**config.mk**
```make
export PLATFORM = sky130hd
export DESIGN_NAME = mdio_responder
export DESIGN_NICKNAME = d
export VERILOG_FILES = /design/src/rtl/mdio_pkg.sv /design/src/rtl/mdio_edge_sync.sv /design/src/rtl/mdio_responder.sv
export SDC_FILE = /design/constraint.sdc
export NUM_CORES = 2
export LEC_CHECK = 0
export ABC_CLOCK_PERIOD_IN_PS = 3900
export CAP_MARGIN = 20
export CORE_MARGIN = 2
export CORE_UTILIZATION = 59
export CTS_CLUSTER_SIZE = 10
export DETAILED_ROUTE_END_ITERATION = 16
export GPL_TIMING_DRIVEN = 0
export PLACE_DENSITY = 0.76
export SLEW_MARGIN = 20
export SYNTH_ARGS = -nofsm -noshare
export SYNTH_HDL_FRONTEND = slang
export SYNTH_SLANG_ARGS = --single-unit
```
**constraint.sdc**
```tcl
create_clock -name i_sys_clk -period 3.9 [get_ports i_sys_clk]
set_clock_uncertainty 0.2 [all_clocks]
set_input_delay 0.78 -clock i_sys_clk [delete_from_list [all_inputs] [get_ports i_sys_clk]]
set_output_delay 0.78 -clock i_sys_clk [all_outputs]
set_load 0.02 [all_outputs]
```
**src/rtl/mdio_pkg.sv**
```systemverilog
// Shared types and constants for the clause-22 MDIO responder.
package mdio_pkg;

  typedef enum logic [2:0] {
    ST_IDLE,
    ST_START,
    ST_OP,
    ST_PHYAD,
    ST_REGAD,
    ST_TA,
    ST_DATA,
    ST_SKIP
  } mdio_state_e;

  localparam logic [1:0] OP_READ      = 2'b10;
  localparam logic [1:0] OP_WRITE     = 2'b01;
  localparam int         PREAMBLE_LEN = 32;
  localparam int         SKIP_BITS    = 18;
  localparam logic [4:0] REG_ID1      = 5'd2;
  localparam logic [4:0] REG_ID2      = 5'd3;

endpackage

```
**src/rtl/mdio_edge_sync.sv**
```systemverilog
// Brings MDC and MDIO into the system clock domain through matched 2-flop
// synchronizers and flags MDC rising/falling edges.
module mdio_edge_sync (
  input  logic i_clk,
  input  logic i_nreset,
  input  logic i_mdc,
  input  logic i_mdio,
  output logic o_mdc_rise,
  output logic o_mdc_fall,
  output logic o_mdio_bit
);

  logic mdc_meta_q, mdc_sync_q, mdc_prev_q;
  logic mdio_meta_q, mdio_sync_q;

  always_ff @(posedge i_clk) begin
    if (!i_nreset) begin
      mdc_meta_q  <= 1'b0;
      mdc_sync_q  <= 1'b0;
      mdc_prev_q  <= 1'b0;
      mdio_meta_q <= 1'b1;
      mdio_sync_q <= 1'b1;
    end else begin
      mdc_meta_q  <= i_mdc;
      mdc_sync_q  <= mdc_meta_q;
      mdc_prev_q  <= mdc_sync_q;
      mdio_meta_q <= i_mdio;
      mdio_sync_q <= mdio_meta_q;
    end
  end

  // MDIO has the same two-stage latency as MDC, so the bit seen on a
  // detected fall is the one present at that MDC edge.
  assign o_mdc_rise = mdc_sync_q & ~mdc_prev_q;
  assign o_mdc_fall = ~mdc_sync_q & mdc_prev_q;
  assign o_mdio_bit = mdio_sync_q;

endmodule

```
**src/rtl/mdio_responder.sv**
```systemverilog
// Clause-22 MDIO PHY-side responder with a 32x16 register file.
// Optional: define MDIO_RESP_PREAMBLE_SUPPRESS_EN to accept frames without preamble after a clean frame.
module mdio_responder
  import mdio_pkg::*;
#(
  parameter logic [4:0]  PHY_ADDR = 5'd1,
  parameter logic [15:0] PHY_ID1  = 16'h0022,
  parameter logic [15:0] PHY_ID2  = 16'h1620
) (
  input  logic        i_sys_clk,
  input  logic        i_nreset,
  input  logic        i_mdc,
  input  logic        i_mdio,
  output logic        o_mdio,
  output logic        o_mdio_oe,
  output logic        o_wr_valid,
  output logic [4:0]  o_wr_reg,
  output logic [15:0] o_wr_data,
  output logic        o_frame_err,
  input  logic [4:0]  i_local_reg,
  output logic [15:0] o_local_data
);

  logic mdc_rise, mdc_fall, mdio_bit;

  mdio_edge_sync u_sync (
    .i_clk      (i_sys_clk),
    .i_nreset   (i_nreset),
    .i_mdc      (i_mdc),
    .i_mdio     (i_mdio),
    .o_mdc_rise (mdc_rise),
    .o_mdc_fall (mdc_fall),
    .o_mdio_bit (mdio_bit)
  );

  mdio_state_e state_q, state_d;
  logic [5:0]  pre_cnt_q, pre_cnt_d;
  logic [4:0]  cnt_q, cnt_d;
  logic [1:0]  op_q, op_d;
  logic [4:0]  phy_q, phy_d;
  logic [4:0]  reg_q, reg_d;
  logic [15:0] shift_q, shift_d;
  logic        mdio_q, mdio_d;
  logic        oe_q, oe_d;
  logic        wr_valid_q, wr_valid_d;
  logic [4:0]  wr_reg_q, wr_reg_d;
  logic [15:0] wr_data_q, wr_data_d;
  logic        frame_err_q, frame_err_d;
  logic [15:0] regs_q [32];
  logic [15:0] regs_d [32];

  logic        supp_ok;
  logic [4:0]  regad_full;
  logic [15:0] wdata_full;
  logic [15:0] snap_val;

`ifdef MDIO_RESP_PREAMBLE_SUPPRESS_EN
  logic last_ok_q, last_ok_d;

  // Cleared when a frame starts, set again only if it returns to IDLE cleanly.
  always_comb begin
    last_ok_d = last_ok_q;
    if (state_q == ST_IDLE && state_d == ST_START)
      last_ok_d = 1'b0;
    else if (state_q != ST_IDLE && state_d == ST_IDLE)
      last_ok_d = !frame_err_d;
  end

  always_ff @(posedge i_sys_clk) begin
    if (!i_nreset) last_ok_q <= 1'b0;
    else           last_ok_q <= last_ok_d;
  end

  assign supp_ok = last_ok_q;
`else
  assign supp_ok = 1'b0;
`endif

  assign regad_full = {reg_q[3:0], mdio_bit};
  assign wdata_full = {shift_q[14:0], mdio_bit};

  always_comb begin
    if (regad_full == REG_ID1)      snap_val = PHY_ID1;
    else if (regad_full == REG_ID2) snap_val = PHY_ID2;
    else                            snap_val = regs_q[regad_full];
  end

  always_comb begin
    if (i_local_reg == REG_ID1)      o_local_data = PHY_ID1;
    else if (i_local_reg == REG_ID2) o_local_data = PHY_ID2;
    else                             o_local_data = regs_q[i_local_reg];
  end

  always_comb begin
    state_d     = state_q;
    pre_cnt_d   = pre_cnt_q;
    cnt_d       = cnt_q;
    op_d        = op_q;
    phy_d       = phy_q;
    reg_d       = reg_q;
    shift_d     = shift_q;
    mdio_d      = mdio_q;
    oe_d        = oe_q;
    wr_valid_d  = 1'b0;
    wr_reg_d    = wr_reg_q;
    wr_data_d   = wr_data_q;
    frame_err_d = 1'b0;
    regs_d      = regs_q;

    case (state_q)
      ST_IDLE: if (mdc_fall) begin
        if (mdio_bit) begin
          if (pre_cnt_q != 6'(PREAMBLE_LEN)) pre_cnt_d = pre_cnt_q + 6'd1;
        end else if (pre_cnt_q == 6'(PREAMBLE_LEN) || supp_ok) begin
          state_d   = ST_START;
          pre_cnt_d = '0;
        end else begin
          pre_cnt_d = '0;
        end
      end

      ST_START: if (mdc_fall) begin
        cnt_d = '0;
        if (mdio_bit) begin
          state_d = ST_OP;
        end else begin
          state_d     = ST_IDLE;
          frame_err_d = 1'b1;
        end
      end

      ST_OP: if (mdc_fall) begin
        op_d = {op_q[0], mdio_bit};
        if (cnt_q == 5'd1) begin
          cnt_d = '0;
          if ({op_q[0], mdio_bit} == OP_READ || {op_q[0], mdio_bit} == OP_WRITE) begin
            state_d = ST_PHYAD;
          end else begin
            state_d     = ST_IDLE;
            frame_err_d = 1'b1;
          end
        end else begin
          cnt_d = cnt_q + 5'd1;
        end
      end

      ST_PHYAD: if (mdc_fall) begin
        phy_d = {phy_q[3:0], mdio_bit};
        if (cnt_q == 5'd4) begin
          cnt_d   = '0;
          state_d = ST_REGAD;
        end else begin
          cnt_d = cnt_q + 5'd1;
        end
      end

      ST_REGAD: if (mdc_fall) begin
        reg_d = regad_full;
        if (cnt_q == 5'd4) begin
          cnt_d = '0;
          if (phy_q != PHY_ADDR) begin
            state_d = ST_SKIP;
          end else begin
            state_d = ST_TA;
            if (op_q == OP_READ) shift_d = snap_val;
          end
        end else begin
          cnt_d = cnt_q + 5'd1;
        end
      end

      ST_SKIP: if (mdc_fall) begin
        if (cnt_q == 5'(SKIP_BITS - 1)) state_d = ST_IDLE;
        else                            cnt_d = cnt_q + 5'd1;
      end

      // Read turnaround/data advance on MDC rise; write on MDC fall.
      ST_TA: begin
        if (op_q == OP_READ) begin
          if (mdc_rise) begin
            if (cnt_q == 5'd0) begin
              cnt_d  = 5'd1;
              mdio_d = 1'b1;
              oe_d   = 1'b0;
            end else begin
              cnt_d   = '0;
              mdio_d  = 1'b0;
              oe_d    = 1'b1;
              state_d = ST_DATA;
            end
          end
        end else if (mdc_fall) begin
          if (cnt_q == 5'd0) begin
            cnt_d = 5'd1;
          end else begin
            cnt_d   = '0;
            state_d = ST_DATA;
          end
        end
      end

      ST_DATA: begin
        if (op_q == OP_READ) begin
          if (mdc_rise) begin
            if (!cnt_q[4]) begin
              mdio_d  = shift_q[15];
              oe_d    = 1'b1;
              shift_d = {shift_q[14:0], 1'b0};
              cnt_d   = cnt_q + 5'd1;
            end else begin
              mdio_d  = 1'b1;
              oe_d    = 1'b0;
              state_d = ST_IDLE;
            end
          end
        end else if (mdc_fall) begin
          shift_d = wdata_full;
          if (cnt_q == 5'd15) begin
            state_d = ST_IDLE;
            if (reg_q != REG_ID1 && reg_q != REG_ID2) begin
              regs_d[reg_q] = wdata_full;
              wr_valid_d    = 1'b1;
              wr_reg_d      = reg_q;
              wr_data_d     = wdata_full;
            end
          end else begin
            cnt_d = cnt_q + 5'd1;
          end
        end
      end

      default: state_d = ST_IDLE;
    endcase
  end

  always_ff @(posedge i_sys_clk) begin
    if (!i_nreset) begin
      state_q     <= ST_IDLE;
      pre_cnt_q   <= '0;
      cnt_q       <= '0;
      op_q        <= '0;
      phy_q       <= '0;
      reg_q       <= '0;
      shift_q     <= '0;
      mdio_q      <= 1'b1;
      oe_q        <= 1'b0;
      wr_valid_q  <= 1'b0;
      wr_reg_q    <= '0;
      wr_data_q   <= '0;
      frame_err_q <= 1'b0;
      regs_q      <= '{default: '0};
    end else begin
      state_q     <= state_d;
      pre_cnt_q   <= pre_cnt_d;
      cnt_q       <= cnt_d;
      op_q        <= op_d;
      phy_q       <= phy_d;
      reg_q       <= reg_d;
      shift_q     <= shift_d;
      mdio_q      <= mdio_d;
      oe_q        <= oe_d;
      wr_valid_q  <= wr_valid_d;
      wr_reg_q    <= wr_reg_d;
      wr_data_q   <= wr_data_d;
      frame_err_q <= frame_err_d;
      regs_q      <= regs_d;
    end
  end

  assign o_mdio      = mdio_q;
  assign o_mdio_oe   = oe_q;
  assign o_wr_valid  = wr_valid_q;
  assign o_wr_reg    = wr_reg_q;
  assign o_wr_data   = wr_data_q;
  assign o_frame_err = frame_err_q;

endmodule

```
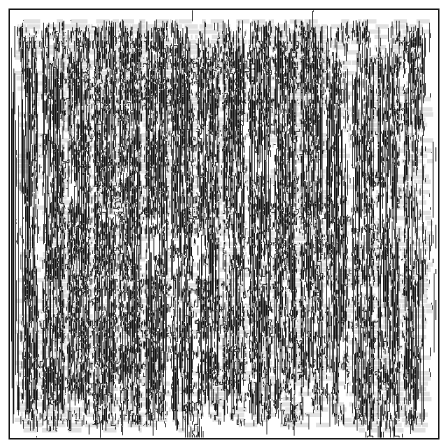
Figure 1: metal 2.
Cells faint in the background.
main direction: vertical
share of all routed wire: 38%
wire length on this layer: 54.1 mm
Routed WL: 142 mm
vias: 27700
met2 usage: 0.740

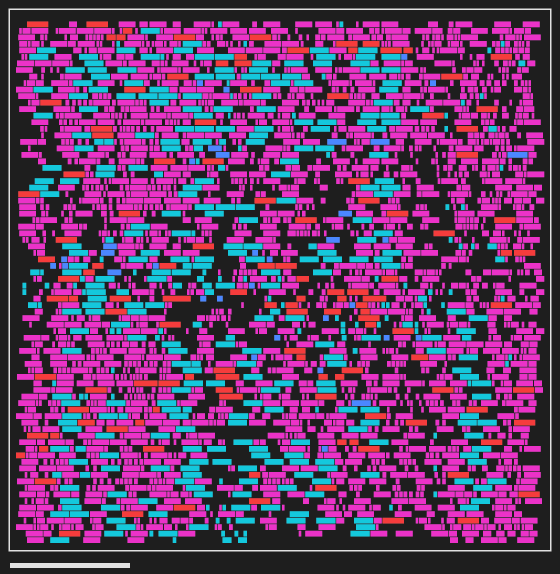
Figure 2: sizing map.
Bar = 50 microns.
legend:
  x6 and larger:
    colour: red
    cells: 124
    share: 4.3%
  x1 and smaller:
    colour: magenta
    cells: 2350
    share: 81%
  x3 and x4:
    colour: blue
    cells: 34
    share: 1.2%
  x2:
    colour: cyan
    cells: 395
    share: 14%
Signal buffers: 358
setup ws final: -0.144 ns
Area Growth Syn to Fin: 13.4%

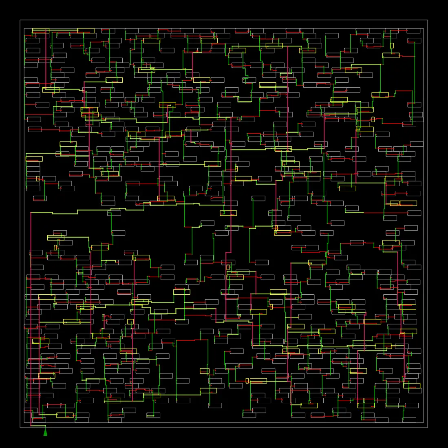
Figure 3: clock routing.
CLK BUF: 82
CTS sink cnt: 584
Inserted Clock Buffers: 69

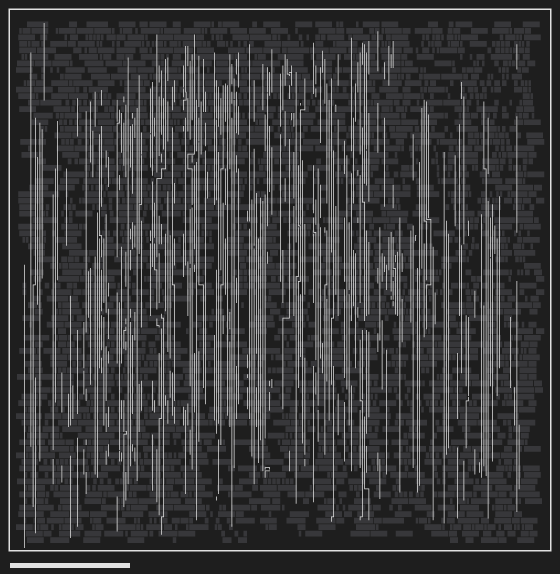
Figure 4: M4 wires.
Bar = 50 microns. Cells faint in the background.
wire length on this layer: 14600 microns
longest straight run: 178 microns

==> out/qor.yml <==
outcome:
  status: "complete, but fails checks"
  violations: "negative setup slack"
final_timing:
  holdWs_ns: 0.209
  setup_slack_ns: -0.144
  finalCriticalPeriod_ns: 4.04
  hold_violations: 0
  clock.fmax_mhz: 247
  max_slew_margin: 0.114
  slew_violations: 0
  setup_viol: 26
  setup_tns_ns: -1.01
  rsz0062_at_grt: "yes"
  worst_slew_pin_slew_ns: 1.33
  period_used_share: 1.04
synthesis:
  syn_nets: 2772
  yosysChipArea_sq_mm: 0.0288
  adder_share: 0.00304
  yosysTopAreaCellShare: 0.406
  synth-compound-area-share: 0.0816
  synth_area_per_cell_sq_um: 10.4
  topCombFamilyByArea: "multiplexers"
  synth.distinct_cells: 64
  ys_warn_count: 0
  ys_cells: 2756
  ys.flops: 584
  top_area_cell: "dfxtp_1"
  synth-edff-count: 0
  ys_sh_xor: 0.00213
  top_cells_by_area: "dfxtp_1 (41%), mux4_2 (21%), mux2i_1 (10%)"
  mux_share: 0.320
  postSynthSeqShare: 0.406
  simple_gate_area_frac: 0.139
  async_reset_ff_frac: 0
  syn_area_sq_mm: 0.0288
  yosys_most_used_dff: "dfxtp_1"
  syn_inst: 2756
power_and_ir_drop:
  comb_power_share: 0.054
  maxPowerGroup: "sequential cells"
  p_seq_mw: 5.97
  swShare: 0.244
  pg_comb_mw: 0.670
  finalPower_mw: 12.5
  power_clock_mw: 5.84
  ir_drop_uv: 358
  p_leak_nw: 10.8
  p_per_area_mw_per_mm2: 382
  p_switching_mw: 3.04
  p_int_mw: 9.44
  p_seq_frac: 0.479
  clkPwrFrac: 0.468
flow_run:
  drv_cap: 0
  warnings: 32
placed_design:
  portBuffers: 45
  placed_cells: 3418
  place_area_sq_mm: 0.0300
  hpwl_mm: 98.7
  pre_cts_ws_ns: -2.14
  gp_congestion: 1.22
setup_path:
  cp.depth: 9
  path_max_fanout: 10
  worstPathArrival_ns: 4.31
  critPathBufInv: 4
  reg2reg_to: "shift_q[8]"
  crit_end: "shift_q[8]"
  cp_common_cell: "clkbuf_2"
  max_stage_delay_ns: 0.70
  crit_type: "flop to flop"
  reg2regPathDepth: 9
  start_kind: "flop"
  path_cells: "clkbuf_2, buf_2, clkbuf_2, nor2_1, clkbuf_1, a22oi_1, nand4_1, nand2_1, o21ai_0"
  r2r_slack_ns: -0.14
  crit_path_end_kind: "flop"
  r2r_start: "reg_q[0]"
  critPathTopFamily: "buffers and inverters"
  worst_path_max_delay_cell: "a22oi_1"
  crit_path_start: "reg_q[0]"
  crit_required_ns: 4.16
cells_and_area:
  largest-register: "regs_q"
  layout.cells.most_common: "dfxtp_1"
  final_cell_mix: "dfxtp_1 (584), nor2_1 (298), mux2i_1 (291)"
  design_area_sq_mm: 0.0327
  final_nets: 2906
  fill_cells: 3681
  comb_area_sq_mm: 0.0158
  ff_latch_area_sq_mm: 0.0117
  stdcell_count: 3527
  post-route-util: 0.681
  largest_register_ffs: 512
  drive_above_1_share: 0.190
drt:
  wire_per_inst_microns: 40.2
  routed-wl-met3_mm: 26.6
  drc: 0
  firstDrtPassIters: 10
  met1_length_mm: 46.3
  dr_wl_met2_mm: 54.1
  top_layer: "met5"
  drt_iter0_drc: 5884
  postRouteAntennaNets: 0
  viasPerCell: 7.85
clocking:
  cts_hold_buf: 0
  post_cts_buffers: 5
  postCtsResizedCells: 223
  htreeDepth: 3
  cts_tree: "built"
  clk_path_buf_depth: 3
  clkLatencyLatePin_ns: 0.63
  root_buffer: "clkbuf_16"
  clk_pin_slew_worst_paths_ns: 0.06
global_routing:
  use_met3: 0.332
  gr-usage-all-layers: 0.560
  grt_pass1_vias: 25600
  grt_max_degree: 11
  grt_antenna_before_repair: 16
  grtUsageMet1: 0.656
  grt_pass1_wl_mm: 194
  grt_overflow: 0
  top_usage_layer: "met2"
die:
  core_sq_mm: 0.0479
  fp_util: 0.601
  io_pins: 50
  fp.dieH_microns: 225
  fp-row-count: 80
  dieArea_sq_mm: 0.0506
  chipWidth_microns: 225
hold_path:
  hp-class: "flop to flop"
  hp-start: "u_sync.mdio_meta_q"
  holdPathEnd: "u_sync.o_mdio_bit"
  holdPathStages: 1
cells in the mapped netlist, drive strengths merged (9+ instances only):
cell type and n:
a21oi 55, a22oi 50, and2 47, buf 112, clkbuf 183, dfxtp 584, inv 25, mux2 15
mux2i 294, mux4 271, nand2 140, nand2b 15, nand3 244, nand4 19, nor2 306, nor2b 9
nor3 16, o21ai 262
area by class of cell:
class / instances / area share
clock inverters: 2 / 0.000421
plain buffers: 295 / 0.0559
inverters: 25 / 0.00310
flip-flops and latches: 584 / 0.358
multi-input cells: 1852 / 0.484
diodes: 9 / 0.000690
well taps: 615 / 0.0236
repair buffers: 63 / 0.0177
clock buffers: 82 / 0.0563
